Fig. 1: the metal 1 layer
Supply wires on this layer in gray.
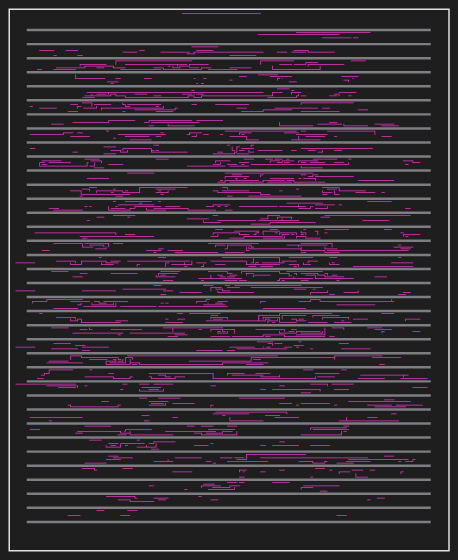
Fig. 2: register map, names as in the netlist
Other sequential cells in the stronger gray, the rest of the logic in the fainter gray.
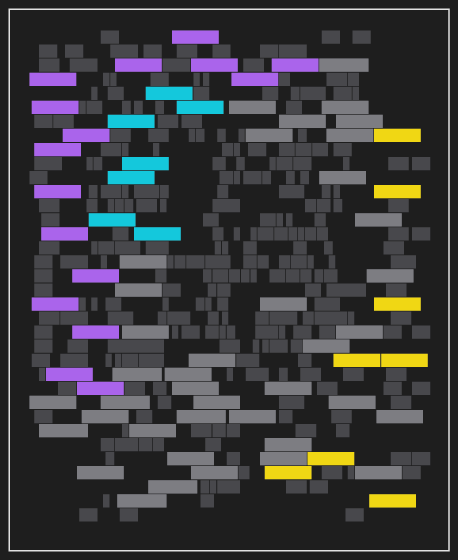
$ cat src/rtl/i2c_pkg.sv
// Shared definitions for the I2C target: FSM encoding, bus-level ACK/NACK values
// and the default BH1750 target address.
package i2c_pkg;

  typedef enum logic [2:0] {
    ST_IDLE     = 3'd0,
    ST_ADDR     = 3'd1,
    ST_ADDR_ACK = 3'd2,
    ST_WR_DATA  = 3'd3,
    ST_WR_ACK   = 3'd4,
    ST_RD_DATA  = 3'd5,
    ST_RD_ACK   = 3'd6,
    ST_IGNORE   = 3'd7
  } i2c_state_t;

  localparam logic ACK  = 1'b0;
  localparam logic NACK = 1'b1;

  localparam logic [6:0] BH1750_ADDR = 7'h23;

endpackage

$ cat src/rtl/i2c_line_filter.sv
// Conditions one open-drain bus line: 2-flop synchronizer followed by a
// debounce that only accepts a new level after FILT_LEN consecutive equal
// samples. Input-to-level latency is 2+FILT_LEN cycles.
// Ports:
//   clk, reset : system clock, async active-high reset (line idles high)
//   din        : raw pad level
//   level      : filtered level
//   rise, fall : 1-cycle strobes coincident with a filtered level change
module i2c_line_filter #(
  parameter int unsigned FILT_LEN = 4
) (
  input  logic clk,
  input  logic reset,
  input  logic din,
  output logic level,
  output logic rise,
  output logic fall
);

  localparam int unsigned CW = $clog2(FILT_LEN + 1);

  logic          sync1;
  logic          sync2;
  logic [CW-1:0] cnt;

  // cnt counts consecutive samples that disagree with the current level
  always_ff @(posedge clk or posedge reset) begin
    if (reset) begin
      sync1 <= 1'b1;
      sync2 <= 1'b1;
      level <= 1'b1;
      cnt   <= '0;
      rise  <= 1'b0;
      fall  <= 1'b0;
    end else begin
      sync1 <= din;
      sync2 <= sync1;
      rise  <= 1'b0;
      fall  <= 1'b0;
      if (sync2 == level) begin
        cnt <= '0;
      end else if (cnt == CW'(FILT_LEN - 1)) begin
        level <= sync2;
        cnt   <= '0;
        rise  <= sync2;
        fall  <= ~sync2;
      end else begin
        cnt <= cnt + CW'(1);
      end
    end
  end

endmodule

$ cat src/rtl/i2c_target.sv
// I2C target emulating a BH1750-style light sensor. Standard mode, never
// stretches SCL. Written bytes are delivered as commands; reads return a
// snapshot of rd_data, MSB byte first, padded with 8'hFF.
// Ports:
//   clk, reset        : system clock, async active-high reset
//   sda_in, scl_in    : pad levels
//   sda_out, sda_dir  : open-drain SDA drive (sda_dir=1 pulls low)
//   rd_data           : read payload, captured when a read address is ACKed
//   cmd_data/cmd_valid: last written byte and its 1-cycle update strobe
//   rd_latch          : 1-cycle strobe when rd_data is captured
//   busy              : addressed transfer in progress
module i2c_target
  import i2c_pkg::*;
#(
  parameter logic [6:0]  ADDR     = BH1750_ADDR,
  parameter int unsigned FILT_LEN = 4,
  parameter int unsigned RD_BYTES = 2
) (
  input  logic                  clk,
  input  logic                  reset,
  input  logic                  sda_in,
  output logic                  sda_out,
  output logic                  sda_dir,
  input  logic                  scl_in,
  input  logic [RD_BYTES*8-1:0] rd_data,
  output logic [7:0]            cmd_data,
  output logic                  cmd_valid,
  output logic                  rd_latch,
  output logic                  busy
);

  localparam int unsigned RD_W = RD_BYTES * 8;
  localparam int unsigned IW   = $clog2(RD_BYTES + 1);

  logic scl_lvl, scl_rise, scl_fall;
  logic sda_lvl, sda_rise, sda_fall;

  i2c_line_filter #(.FILT_LEN(FILT_LEN)) u_scl_filt (
    .clk   (clk),
    .reset (reset),
    .din   (scl_in),
    .level (scl_lvl),
    .rise  (scl_rise),
    .fall  (scl_fall)
  );

  i2c_line_filter #(.FILT_LEN(FILT_LEN)) u_sda_filt (
    .clk   (clk),
    .reset (reset),
    .din   (sda_in),
    .level (sda_lvl),
    .rise  (sda_rise),
    .fall  (sda_fall)
  );

  i2c_state_t      state;
  logic [2:0]      bit_cnt;
  logic [7:0]      shift;
  logic            byte_full;
  logic            rw;
  logic [IW-1:0]   byte_idx;
  logic [RD_W-1:0] snapshot;
  logic [7:0]      tx;

  logic       start_det;
  logic       stop_det;
  logic [7:0] cur_byte;

  assign start_det = sda_fall & scl_lvl;
  assign stop_det  = sda_rise & scl_lvl;

  // Byte to transmit for the current byte_idx; past the payload reads as 8'hFF
  always_comb begin
    cur_byte = 8'hFF;
    for (int unsigned k = 0; k < RD_BYTES; k++) begin
      if (byte_idx == IW'(k)) cur_byte = snapshot[(RD_BYTES-1-k)*8 +: 8];
    end
  end

  // Protocol FSM; sda_out always tracks ~sda_dir so a driven SDA is always low
  always_ff @(posedge clk or posedge reset) begin
    if (reset) begin
      state     <= ST_IDLE;
      bit_cnt   <= '0;
      shift     <= '0;
      byte_full <= 1'b0;
      rw        <= 1'b0;
      byte_idx  <= '0;
      snapshot  <= '0;
      tx        <= '0;
      sda_dir   <= 1'b0;
      sda_out   <= 1'b1;
      cmd_data  <= 8'h00;
      cmd_valid <= 1'b0;
      rd_latch  <= 1'b0;
      busy      <= 1'b0;
    end else begin
      cmd_valid <= 1'b0;
      rd_latch  <= 1'b0;
      if (start_det) begin
        state     <= ST_ADDR;
        sda_dir   <= 1'b0;
        sda_out   <= 1'b1;
        bit_cnt   <= '0;
        byte_full <= 1'b0;
        busy      <= 1'b0;
      end else if (stop_det) begin
        state     <= ST_IDLE;
        sda_dir   <= 1'b0;
        sda_out   <= 1'b1;
        byte_full <= 1'b0;
        busy      <= 1'b0;
      end else begin
        case (state)
          ST_IDLE: ;

          ST_ADDR: begin
            if (scl_rise) begin
              shift   <= {shift[6:0], sda_lvl};
              bit_cnt <= bit_cnt + 3'd1;
              if (bit_cnt == 3'd7) byte_full <= 1'b1;
            end else if (scl_fall && byte_full) begin
              byte_full <= 1'b0;
              if (shift[7:1] == ADDR) begin
                sda_dir <= 1'b1;
                sda_out <= 1'b0;
                busy    <= 1'b1;
                rw      <= shift[0];
                state   <= ST_ADDR_ACK;
                if (shift[0]) begin
                  snapshot <= rd_data;
                  rd_latch <= 1'b1;
                  byte_idx <= '0;
                end
              end else begin
                state <= ST_IGNORE;
              end
            end
          end

          ST_ADDR_ACK: begin
            if (scl_fall) begin
              bit_cnt <= '0;
              if (rw) begin
                state   <= ST_RD_DATA;
                tx      <= cur_byte;
                sda_dir <= ~cur_byte[7];
                sda_out <= cur_byte[7];
              end else begin
                state     <= ST_WR_DATA;
                sda_dir   <= 1'b0;
                sda_out   <= 1'b1;
                byte_full <= 1'b0;
              end
            end
          end

          ST_WR_DATA: begin
            if (scl_rise) begin
              shift   <= {shift[6:0], sda_lvl};
              bit_cnt <= bit_cnt + 3'd1;
              if (bit_cnt == 3'd7) byte_full <= 1'b1;
            end else if (scl_fall && byte_full) begin
              byte_full <= 1'b0;
              cmd_data  <= shift;
              cmd_valid <= 1'b1;
              sda_dir   <= 1'b1;
              sda_out   <= 1'b0;
              state     <= ST_WR_ACK;
            end
          end

          ST_WR_ACK: begin
            if (scl_fall) begin
              sda_dir <= 1'b0;
              sda_out <= 1'b1;
              bit_cnt <= '0;
              state   <= ST_WR_DATA;
            end
          end

          // tx[7] is already on the line; each fall moves to the next bit
          ST_RD_DATA: begin
            if (scl_fall) begin
              if (bit_cnt == 3'd7) begin
                sda_dir <= 1'b0;
                sda_out <= 1'b1;
                bit_cnt <= '0;
                state   <= ST_RD_ACK;
              end else begin
                sda_dir <= ~tx[6];
                sda_out <= tx[6];
                tx      <= {tx[6:0], 1'b0};
                bit_cnt <= bit_cnt + 3'd1;
              end
            end
          end

          ST_RD_ACK: begin
            if (scl_rise) begin
              if (sda_lvl == ACK) begin
                if (byte_idx != IW'(RD_BYTES)) byte_idx <= byte_idx + IW'(1);
              end else begin
                state <= ST_IGNORE;
                busy  <= 1'b0;
              end
            end else if (scl_fall) begin
              state   <= ST_RD_DATA;
              tx      <= cur_byte;
              sda_dir <= ~cur_byte[7];
              sda_out <= cur_byte[7];
            end
          end

          ST_IGNORE: ;

          default: state <= ST_IDLE;
        endcase
      end
    end
  end

endmodule

$ cat config.mk
export PLATFORM = sky130hd
export DESIGN_NAME = i2c_target
export DESIGN_NICKNAME = d
export VERILOG_FILES = /design/src/rtl/i2c_pkg.sv /design/src/rtl/i2c_line_filter.sv /design/src/rtl/i2c_target.sv
export SDC_FILE = /design/constraint.sdc
export NUM_CORES = 1
export LEC_CHECK = 0
export CORE_ASPECT_RATIO = 1.25
export CORE_MARGIN = 3
export CORE_UTILIZATION = 44
export CTS_CLUSTER_DIAMETER = 120
export DETAILED_ROUTE_END_ITERATION = 6
export PLACE_DENSITY_LB_ADDON = 0.05
export SYNTH_ARGS = -nofsm -noshare
export SYNTH_HDL_FRONTEND = slang
export SYNTH_SLANG_ARGS = --single-unit
$ cat constraint.sdc
create_clock -name clk -period 5.6 [get_ports clk]
set_input_delay 1.4 -clock clk [delete_from_list [all_inputs] [get_ports clk]]
set_output_delay 1.4 -clock clk [all_outputs]
set_load 0.02 [all_outputs]
==> job_summary.md <==
## PnR job results

| Metric | Value |
|---|---|
| CTS Hold Bufs | `0` |
| Placed Cells | `between 400 and 500` |
| Initial antenna violation count | `0` |
| Tot Pwr | `approximately 1.5 mW` |
| Most frequent cells in the layout | `dfrtp_1 (63), mux2_2 (35), clkdlybuf4s50_1 (32)` |
| First-pass GRT wire length | `~11,000 um` |
| Flop-to-flop setup slack | `2.82 ns` |
| Main logic family | `multiplexers` |
| Diode count | `0` |
| Nets | `349` |
| Tool Warnings | `28` |
| Max Cap Viol | `0` |
| Fraction of layout cells with a size suffix above 1 | `24.2%` |
| Mux share | `17.4%` |
| AO/OA Area Share | `8.75%` |
| Yosys cell count | `293` |
| Crit path max-delay family | `buffers and inverters` |
| Post CTS Setup Buffer Count | `0` |
| Gates resized, CTS repair | `0` |
| Post-route insts no fill | `approximately 420` |
| Critical path arrival | `1.47 ns` |
| Relative slew slack | `47.8%` |
| # setup viols final | `0` |
| Post-synth regs | `~70` |
| Port buffer count | `32` |
| Slew @ Worst Pin | `0.772 ns` |
| Hpwl dp | `4380 um` |
| Post-Syn Area | `between 0.003 and 0.004 mm2` |
| Fin area | `between 0.003 and 0.004 mm2` |
| H-Tree Depth | `3` |
| Crit-path max FO | `2` |
| Crit path to | `sda_out` |
| Drt total wl | `6290 um` |
| Dominant Register Cell | `dfrtp_1` |
| Syn nets | `320` |
| FP Rows | `35` |
| Final setup TNS | `0 ns` |
| Most numerous logic cell after layout | `dfrtp_1` |
| Buffer-and-inverter tally for the worst setup path | `1` |
| Largest net degree at the start of global routing | `around 43` |
| Count of library flops with an enable pin | `0` |
| Simple Share, Synth | `between 15 and 20%` |
| Adder Share, Synth | `2.56%` |
| CP max-delay cell | `clkdlybuf4s50_1` |
| Slew Limit Fails | `0` |
| Period minus WS final | `roughly 2.9 ns` |
| Crit path cell chain | `clkdlybuf4s50_1` |
| Hold Violations, Final | `0` |
| Vias per cell | `5.37` |
| Grt ovf | `0` |
| Worst flop-to-flop path endpoint | `tx[4]` |
| Syn. warnings | `0` |
| Cell Type Count | `51` |
| Vias in the first global route | `between 2,000 and 2,500` |
| FF-to-FF path depth | `4` |
| Crit path depth | `1` |
| Antenna Nets Post-Route | `0` |
| P per Cell Area | `365 mW/mm2` |
| Max Clk Rate | `348 MHz` |
| Worst R2R Start | `state[2]` |
| Clk slew on worst S/H paths | `0.08 ns` |
| Critical Path Source Type | `flip-flop` |
| Mapped Avg Cell Area | `11.7 um2` |
| Core outline area | `0.00744 mm2` |
| Drt first pass iters | `4` |
| RSZ-0062 raised after global routing | `no` |
| Initial Utilization | `45.9%` |
| Yosys Chip Area | `between 0.003 and 0.004 mm2` |
| Wire per inst | `15.0 um` |
| XORs/XNORs by Area | `less than 1%` |
| Clk latency late pin | `around 0.34 ns` |
| Outcome | `finished clean` |
| Hold path start | `u_scl_filt.sync1` |
| CTS Buf Count | `9` |
| Worst Hold Class | `flip-flop to flip-flop` |
| Full die area | `0.00887 mm2` |
| Min setup slack post-route | `2.73 ns` |
| Placement Cell Area | `0.00379 mm2` |
| # DRC | `0` |
| Post-synthesis cell count | `293` |
| Initial detailed-routing violation count | `roughly 74` |
| Post-placement worst setup slack | `2.74 ns` |
| Utilization after layout | `a little over half` |
| Sequential cell area fraction in the yosys report | `about 50%` |
| Critical path class | `flip-flop to output port` |
| Tot GR Track Use | `between 10% and 20%` |
| Syn-to-layout area delta | `16.8%` |
| # IOs | `33` |
| CTS tree | `built` |
| Final setup skew | `roughly 0.0084 ns` |
| WP data required | `4.20 ns` |
| Hold Crit Endpoint | `u_scl_filt.sync2` |
| WHS Path Cells | `0` |
| Leak | `1.88 nW` |
| Global placer's final weighted congestion | `just under 0.8` |
| Clock Tree Buf Depth | `2` |
| Max VDD drop | `0.000154 V` |
| Horizontal die size | `84.8 um` |
| Clock Tree Root | `clkbuf_8` |
| Crit share post-route | `51.3%` |
| Die Y | `105 um` |
| Delay of the slowest critical-path stage | `roughly 0.61 ns` |
| Clock Sinks | `70` |
Back to the opening pictures, Fig. 1:
311 nets have wire on it. The wires run mostly horizontal. The longest straight run is 34.0 um.

Back to the opening pictures, Fig. 2:
Key: `tx` = cyan [flops 7]; `cmd_data` = yellow [flops 8]; `snapshot` = purple [flops 16]
Another 39 sequential cells are not colored.

[logic make-up (layout without fill, tap and decap cells)]
group	Yosys count	after routing
xor gates and xnor gates	3	3
muxes	51	51
DFF	70	70
AOI/OAI and AO/OA	44	44
and+or+nand+nor	86	86
adders and majority gates	7	7
buffers and inverters	32	66
[flip-flops by register name, indices dropped and copies added (netlist names), 2 cells and up]
register / cells
u_sda_filt.cnt: 3
u_scl_filt.cnt: 3
bit_cnt: 3
shift: 8
tx: 7
cmd_data: 8
byte_idx: 2
state: 3
snapshot: 16
[Yosys cell counts (all sizes together) (3+ instances only)]
cell type / number / area, um2
dfstp: 7 / 184
inv: 17 / 63.8
nand2: 17 / 63.8
nand3: 4 / 32.5
or3b: 3 / 26.3
nand4: 4 / 25.0
xnor2: 3 / 26.3
o21ai: 10 / 50.0
ha: 7 / 87.6
nor2b: 5 / 31.3
nor3b: 9 / 67.6
clkbuf: 13 / 50.0
nor2: 18 / 67.6
mux2i: 8 / 80.1
a22o: 6 / 52.6
dfrtp: 63 / 1580
a21oi: 13 / 65.1
mux2: 43 / 514
nand3b: 6 / 45.0
nand2b: 6 / 37.5
[area by class of cell]
type / count / area, um2
tap: 92 / 115
clock buffer: 9 / 124
fill: 687 / 3450
inverter: 17 / 63.8
clock inverter: 7 / 73.8
sequential: 70 / 1760
timing repair buffer: 33 / 328
multi-input combinational: 191 / 1530
[where the power goes]
part / total, mW / internal (mW) / leakage [nW] / switching, mW
Clock: 0.402 / 0.207 / 0.0996 / 0.195
Combinational: 0.364 / 0.191 / 0.890 / 0.174
Sequential: 0.689 / 0.590 / 0.896 / 0.0990
[metal layers]
layer	track usage [%]	up-vias	part of all wire [%]
met5	0	-	0
li1	-	1093	-
met4	6.79	0	2.4
met2	24.7	44	49
met3	3.25	17	3.1
met1	19.5	1098	46
Power is estimated from default activity; no workload was simulated.
